File: src/rtl/gfx_vid_ram_arbiter.sv
// Video RAM arbiter: the LCD refresh reader has priority over the CPU and graphics-engine ports,
// which share the RAM round-robin. A starvation limiter bounds how long refresh can lock them out.
module gfx_vid_ram_arbiter #(
  parameter int ADDR_W       = 17,
  parameter int DATA_W       = 16,
  parameter int STARVE_LIMIT = 8
) (
  input  logic              mclk,
  input  logic              puc_rst,
  input  logic              ref_req_i,
  input  logic              cpu_req_i,
  input  logic              gpu_req_i,
  input  logic              ref_we_i,
  input  logic              cpu_we_i,
  input  logic              gpu_we_i,
  input  logic [ADDR_W-1:0] ref_addr_i,
  input  logic [ADDR_W-1:0] cpu_addr_i,
  input  logic [ADDR_W-1:0] gpu_addr_i,
  input  logic [DATA_W-1:0] cpu_din_i,
  input  logic [DATA_W-1:0] gpu_din_i,
  output logic              ref_ack_o,
  output logic              cpu_ack_o,
  output logic              gpu_ack_o,
  output logic              ref_rdv_o,
  output logic              cpu_rdv_o,
  output logic              gpu_rdv_o,
  output logic [DATA_W-1:0] rdata_o,
  output logic              vid_ram_cen_o,
  output logic              vid_ram_wen_o,
  output logic [ADDR_W-1:0] vid_ram_addr_o,
  output logic [DATA_W-1:0] vid_ram_din_o,
  input  logic [DATA_W-1:0] vid_ram_dout_i
);

  localparam bit              LIMIT_EN = (STARVE_LIMIT > 32'sd0);
  localparam int              CNT_W    = LIMIT_EN ? $clog2(STARVE_LIMIT + 32'sd1) : 32'sd1;
  localparam logic [CNT_W-1:0] LIMIT_C = CNT_W'(STARVE_LIMIT);

  logic              rr_last_gpu_r;
  logic [CNT_W-1:0]  starve_cnt_r;
  logic [2:0]        rd_pend_r;
  logic [ADDR_W-1:0] addr_hold_r;
  logic [DATA_W-1:0] din_hold_r;
  logic [DATA_W-1:0] rdata_hold_r;

  logic              cg_pend_s;
  logic              starve_hit_s;
  logic              ref_gnt_s;
  logic              cpu_gnt_s;
  logic              gpu_gnt_s;
  logic              any_gnt_s;
  logic              sel_we_s;
  logic [ADDR_W-1:0] sel_addr_s;
  logic [DATA_W-1:0] sel_din_s;

  // Grant selection: refresh first unless starved-out, then round-robin between cpu and gpu
  always_comb begin
    ref_gnt_s    = 1'b0;
    cpu_gnt_s    = 1'b0;
    gpu_gnt_s    = 1'b0;
    cg_pend_s    = cpu_req_i | gpu_req_i;
    starve_hit_s = LIMIT_EN && (starve_cnt_r == LIMIT_C) && cg_pend_s;
    if (puc_rst) begin
      ref_gnt_s = 1'b0;
    end else if (ref_req_i && !starve_hit_s) begin
      ref_gnt_s = 1'b1;
    end else if (cpu_req_i && gpu_req_i) begin
      if (rr_last_gpu_r) begin
        cpu_gnt_s = 1'b1;
      end else begin
        gpu_gnt_s = 1'b1;
      end
    end else if (cpu_req_i) begin
      cpu_gnt_s = 1'b1;
    end else if (gpu_req_i) begin
      gpu_gnt_s = 1'b1;
    end else begin
      cpu_gnt_s = 1'b0;
    end
    any_gnt_s = ref_gnt_s | cpu_gnt_s | gpu_gnt_s;
  end

  // Winner's access fields; address and data fall back to the last driven values when idle
  always_comb begin
    sel_we_s   = 1'b0;
    sel_addr_s = addr_hold_r;
    sel_din_s  = din_hold_r;
    if (ref_gnt_s) begin
      // refresh is read-only: its write-enable input is deliberately discarded
      sel_we_s   = ref_we_i & 1'b0;
      sel_addr_s = ref_addr_i;
    end else if (cpu_gnt_s) begin
      sel_we_s   = cpu_we_i;
      sel_addr_s = cpu_addr_i;
      sel_din_s  = cpu_din_i;
    end else if (gpu_gnt_s) begin
      sel_we_s   = gpu_we_i;
      sel_addr_s = gpu_addr_i;
      sel_din_s  = gpu_din_i;
    end else begin
      sel_we_s   = 1'b0;
    end
  end

  // Output drive; reset forces every output to its idle value immediately
  always_comb begin
    ref_ack_o      = ref_gnt_s;
    cpu_ack_o      = cpu_gnt_s;
    gpu_ack_o      = gpu_gnt_s;
    vid_ram_cen_o  = ~any_gnt_s;
    vid_ram_wen_o  = any_gnt_s ? ~sel_we_s : 1'b1;
    vid_ram_addr_o = puc_rst ? {ADDR_W{1'b0}} : sel_addr_s;
    vid_ram_din_o  = puc_rst ? {DATA_W{1'b0}} : sel_din_s;
    {ref_rdv_o, cpu_rdv_o, gpu_rdv_o} = rd_pend_r & {3{~puc_rst}};
    if (puc_rst) begin
      rdata_o = {DATA_W{1'b0}};
    end else if (|rd_pend_r) begin
      rdata_o = vid_ram_dout_i;
    end else begin
      rdata_o = rdata_hold_r;
    end
  end

  // Round-robin pointer: moves only on a cpu or gpu grant; resets to gpu so cpu wins the first tie
  always_ff @(posedge mclk) begin
    if (puc_rst) begin
      rr_last_gpu_r <= 1'b1;
    end else if (cpu_gnt_s || gpu_gnt_s) begin
      rr_last_gpu_r <= gpu_gnt_s;
    end else begin
      rr_last_gpu_r <= rr_last_gpu_r;
    end
  end

  // Starvation counter: counts refresh grants that blocked a pending cpu/gpu request
  always_ff @(posedge mclk) begin
    if (puc_rst || !LIMIT_EN) begin
      starve_cnt_r <= {CNT_W{1'b0}};
    end else if (cpu_gnt_s || gpu_gnt_s || !cg_pend_s) begin
      starve_cnt_r <= {CNT_W{1'b0}};
    end else if (ref_gnt_s) begin
      starve_cnt_r <= starve_cnt_r + {{(CNT_W-1){1'b0}}, 1'b1};
    end else begin
      starve_cnt_r <= starve_cnt_r;
    end
  end

  // Read-return tracking and held RAM/read-data values
  always_ff @(posedge mclk) begin
    if (puc_rst) begin
      rd_pend_r    <= 3'b000;
      addr_hold_r  <= {ADDR_W{1'b0}};
      din_hold_r   <= {DATA_W{1'b0}};
      rdata_hold_r <= {DATA_W{1'b0}};
    end else begin
      rd_pend_r   <= {ref_gnt_s, cpu_gnt_s & ~cpu_we_i, gpu_gnt_s & ~gpu_we_i};
      addr_hold_r <= sel_addr_s;
      din_hold_r  <= sel_din_s;
      if (|rd_pend_r) begin
        rdata_hold_r <= vid_ram_dout_i;
      end else begin
        rdata_hold_r <= rdata_hold_r;
      end
    end
  end

endmodule

File: config.mk
export PLATFORM = sky130hd
export DESIGN_NAME = gfx_vid_ram_arbiter
export DESIGN_NICKNAME = d
export VERILOG_FILES = /design/src/rtl/gfx_vid_ram_arbiter.sv
export SDC_FILE = /design/constraint.sdc
export NUM_CORES = 1
export LEC_CHECK = 0
export CORE_MARGIN = 10
export CORE_UTILIZATION = 35
export CTS_CLUSTER_DIAMETER = 100
export DETAILED_ROUTE_END_ITERATION = 10
export PLACE_DENSITY = 0.83
export SYNTH_ARGS = -nofsm -noshare
export SYNTH_HDL_FRONTEND = slang
export SYNTH_SLANG_ARGS = --single-unit
File: constraint.sdc
create_clock -name mclk -period 3.3 [get_ports mclk]
set_clock_uncertainty 0.15 [all_clocks]
set_input_delay 0.33 -clock mclk [delete_from_list [all_inputs] [get_ports mclk]]
set_output_delay 0.33 -clock mclk [all_outputs]
set_load 0.01 [all_outputs]
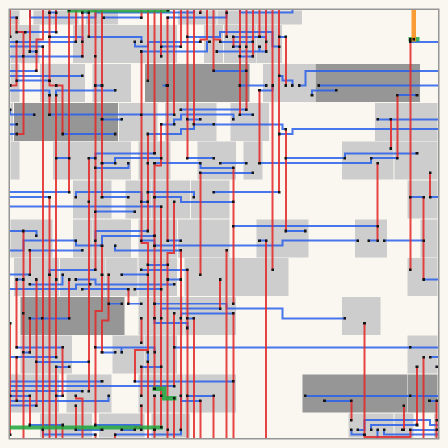
(a small window of the routed layout)
Region (43, 20) to (73, 50) µm. Cells in grey, sequential cells in the stronger grey; small squares are vias.
- orange: M4
- red: M2
- green: M3
- blue: M1
- cells with their middle in the window: 55
- sequential cells in the window: 5
- most frequent: buf_4 (10), clkdlybuf4s50_1 (7), dfxtp_1 (5)
- netlist names of flops here include: addr_hold_r (2)

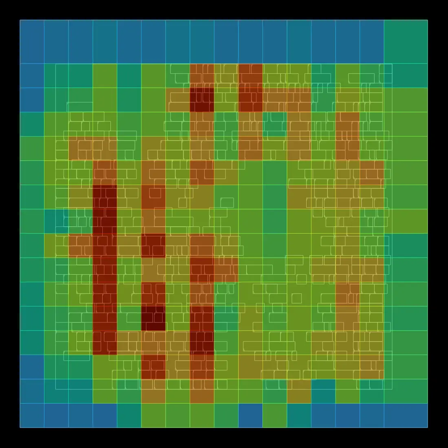
(routing congestion map)
met3 Usage GRT: 0.0615
final core utilization: 0.583
met1 usage: 0.201

==> flow_summary.ini <==
; yosys + openroad results
[grt]
grt_pass1_wl_um = 18900
grt_max_degree = 33
grt_pass1_vias = 3698
antenna_found_initial = 0
grt_usage = 0.175
grt_overflow = 0

[logic_synthesis]
syn_area_mm2 = 0.00322
yosysUniqueCellTypes = 45
top_area_frac = 0.355
ys.flop_type = dfxtp_1
yosys_area_mm2 = 0.00322
yosys_warnings = 0
area_leaders = dfxtp_1, o41ai_2, o221ai_2
edf_count = 0
ys_async_sr_fraction = 0
top_cells_by_count = dfxtp_1, nand2_1, inv_1, nor2b_1, nand2b_1
ys_seq_elements = 57
synth.most_common_cell = dfxtp_1
yosysTopAreaCell = dfxtp_1
ys_seq_frac = 0.355
syn_avg_cell_area_um2 = 9.19
yosys_cells = 350
syn_inst = 350
synth_nets = 459

[worst_setup_path]
worst_setup_path_start_kind = input port
arrival_ns = 2.68
critical_path_buf_inv_count = 3
path_common_cell = clkdlybuf4s50_1
reg2reg_depth = 5
path_cells = clkdlybuf4s50_1 > buf_4 > o21ba_2 > o21ai_2 > a221oi_1 > clkdlybuf4s50_1
crit_path_max_fanout = 16
r2r_slack_ns = 1.23
critPathLaunch = cpu_req_i
cp-end-kind = output port
required_ns = 2.82
slowest_stage = clkdlybuf4s50_1
r2r_end = din_hold_r[8]
criticalPathCategory = in -> out
worst_path_largest_cell_delay_ns = 0.62
timing.rr.start = starve_cnt_r[0]
crit_family = buffers and inverters

[power]
powerDensity_mw_per_mm2 = 381
total_power_uw = 1970
ir_drop_mv = 0.177
p_leak_uw = 0.00187

[clock_tree]
cts.sinks = 57
cts_tree = yes
cts-resized-gates = 0
clock-root-buffer = clkbuf_8
clk_pin_slew_ns = 0.07
cts_setup_buffers = 0
clockBufferDepth = 2
clk_latency_ns = 0.33
htreeDepth = 3
cts_buffers = 9
holdBufCountCts = 0

[worst_hold_path]
hp-class = reg -> reg
min_from = rdata_hold_r[4]
hold_end = rdata_hold_r[4]
min_path_cells = 2

[place]
port_buffers = 162
hpwl_um = 9130
finalWeightedCongestion = 0.770

[flow_run]
drv_cap = 0
tool_warnings = 28

[outcome]
status = finished clean

[detailed_routing]
postRouteAntennaNets = 0
drc_errors = 0
wl_per_cell_um = 20.0
route.vias.total = 3430
firstDrtPassIters = 4
routed_wl_um = 12300
via_per_inst = 5.58
drtIter0Drc = 307

[timing]
tns_ns = 0
period_minus_slack_ns = 3.16
hold_violations = 0
grt_setup_unrepaired = no
slew_headroom = 0.517
finalCritPeriodShare = 0.958
tightestPinTransition_ns = 0.725
maxSlewViolCount = 0
setup_viol = 0
fmax_mhz = 316

[layout]
combGateArea_mm2 = 0.00182
area_delta_synth_final_pct = 60.4
num-nets-final = 611
seq_area_mm2 = 0.00114
n_antenna_cell = 0
n_fill_cell = 762
drive_gt1_frac = 0.164

[die]
core.rowCount = 34
chip_area_mm2 = 0.0134
fp_util = 0.364
core-area_mm2 = 0.00885
ios = 164
die_h_um = 116
die_x_um = 116
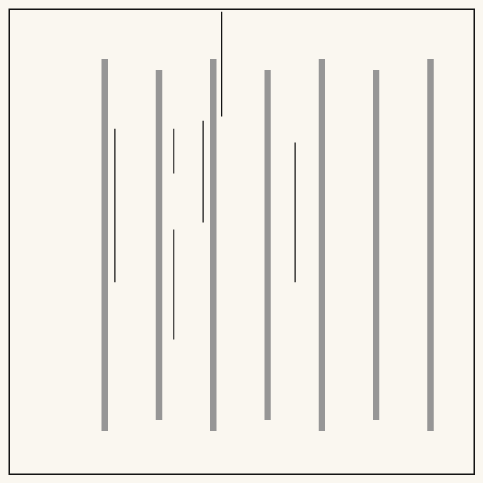
(signal wires on met4)
Scale: 4 px per µm. Supply wires on this layer in grey.
- nets with wire on the layer: 4
- longest straight run: 38.1 µm
- main direction: vertical

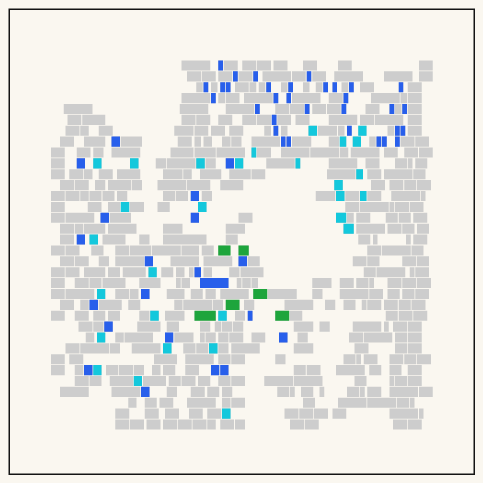
(gate-type map)
Scale: 4 px per µm.
- green: non-inverting ao/oa cells (cells 6)
- cyan: nor cells (cells 29)
- blue: nand cells (cells 53)

per-stage QoR:
step                      hold slack (ns)  area, µm²  utilization  instances  setup slack (ns)
final                               0.307       5160        0.583        615             0.138
after global placement              0.295       4910        0.555        598             0.183
after global routing                0.344       5160        0.583        615          0.000984
after CTS                           0.311       5130        0.579        614            0.0420
after floorplan                     0.259       3220            -        350              1.30
after detailed placement            0.302       4910        0.555        598            0.0851
worst reg2reg max path: cells and delay by family, from the launching register on:
kind                       cells  cell delay [ns]
AOI/OAI and AO/OA              2             0.85
DFF                            1             0.36
buffers and inverters          1             0.07
adders and majority gates      1             0.24
and+or+nand+nor                1             0.23
cell families (layout without fill, tap and decap cells):
kind of cell,count (synthesis),count (layout),share of synthesized area
compound gates,125,126,0.361
xor+xnor,2,2,0.00545
fa+ha+maj,2,2,0.00778
buf+inv,59,215,0.0891
flops,57,57,0.355
simple gates,105,105,0.182
layout make-up:
class | instances | area share
repair buffers | 179 | 0.343
inverters | 20 | 0.0145
clock inverters | 4 | 0.00970
multi-input cells | 235 | 0.353
flip-flops and latches | 57 | 0.221
well taps | 108 | 0.0262
clock buffers | 12 | 0.0320
sequential cells by signal, indices dropped and copies added (netlist names):
signal / flops
addr_hold_r: 17
starve_cnt_r: 4
din_hold_r: 16
rdata_hold_r: 16
rr_last_gpu_r: 1
rd_pend_r: 3
metal layers:
| metal | up-vias | GRT usage | wire, µm |
|---|---|---|---|
| met2 | 148 | 0.294 | 5840 |
| met3 | 14 | 0.0615 | 1160 |
| met1 | 1626 | 0.201 | 5110 |
| met4 | 0 | 0.0617 | 161 |
| met5 | - | 0 | 0 |
| li1 | 1642 | - | - |
cells in the final DEF (no fill, tap or decap), types with 2 or more instances in the layout:
master and n:
ha_1 2, nand2_1 33, o2111ai_1 17, nand2b_1 18, dfxtp_1 57, o221ai_2 10, or2_2 16, o41ai_2 15
a21oi_1 16, clkbuf_8 12, clkinvlp_4 2, and3_1 4, nor2_1 2, buf_4 16, o21ai_0 2, buf_12 2
a221oi_1 16, o41ai_1 2, nor2b_1 19, inv_1 19, o32ai_1 17, nor3b_1 2, nor4_1 2, nor3_1 3
o221ai_1 6, clkdlybuf4s50_1 161, a211oi_1 16
where the power goes:
part           total (µW)  internal (µW)  switching, µW
Combinational         523            289            234
Sequential            746            732           13.8
Clock                 698            409            289
how the worst max path moves through the flow:
stage | endpoint | slack, ns | cells past startpoint
2_1_floorplan | vid_ram_addr_o[14] | 1.30 | 6
3_3_place_gp | vid_ram_din_o[14] | 0.18 | 6
3_5_place_dp | vid_ram_din_o[14] | 0.09 | 6
4_1_cts | vid_ram_addr_o[3] | 0.04 | 6
5_1_grt | vid_ram_din_o[5] | 0.001 | 6
6_report | vid_ram_din_o[8] | 0.14 | 6
Power figures rest on the tool's default switching activity, not on a simulated workload.
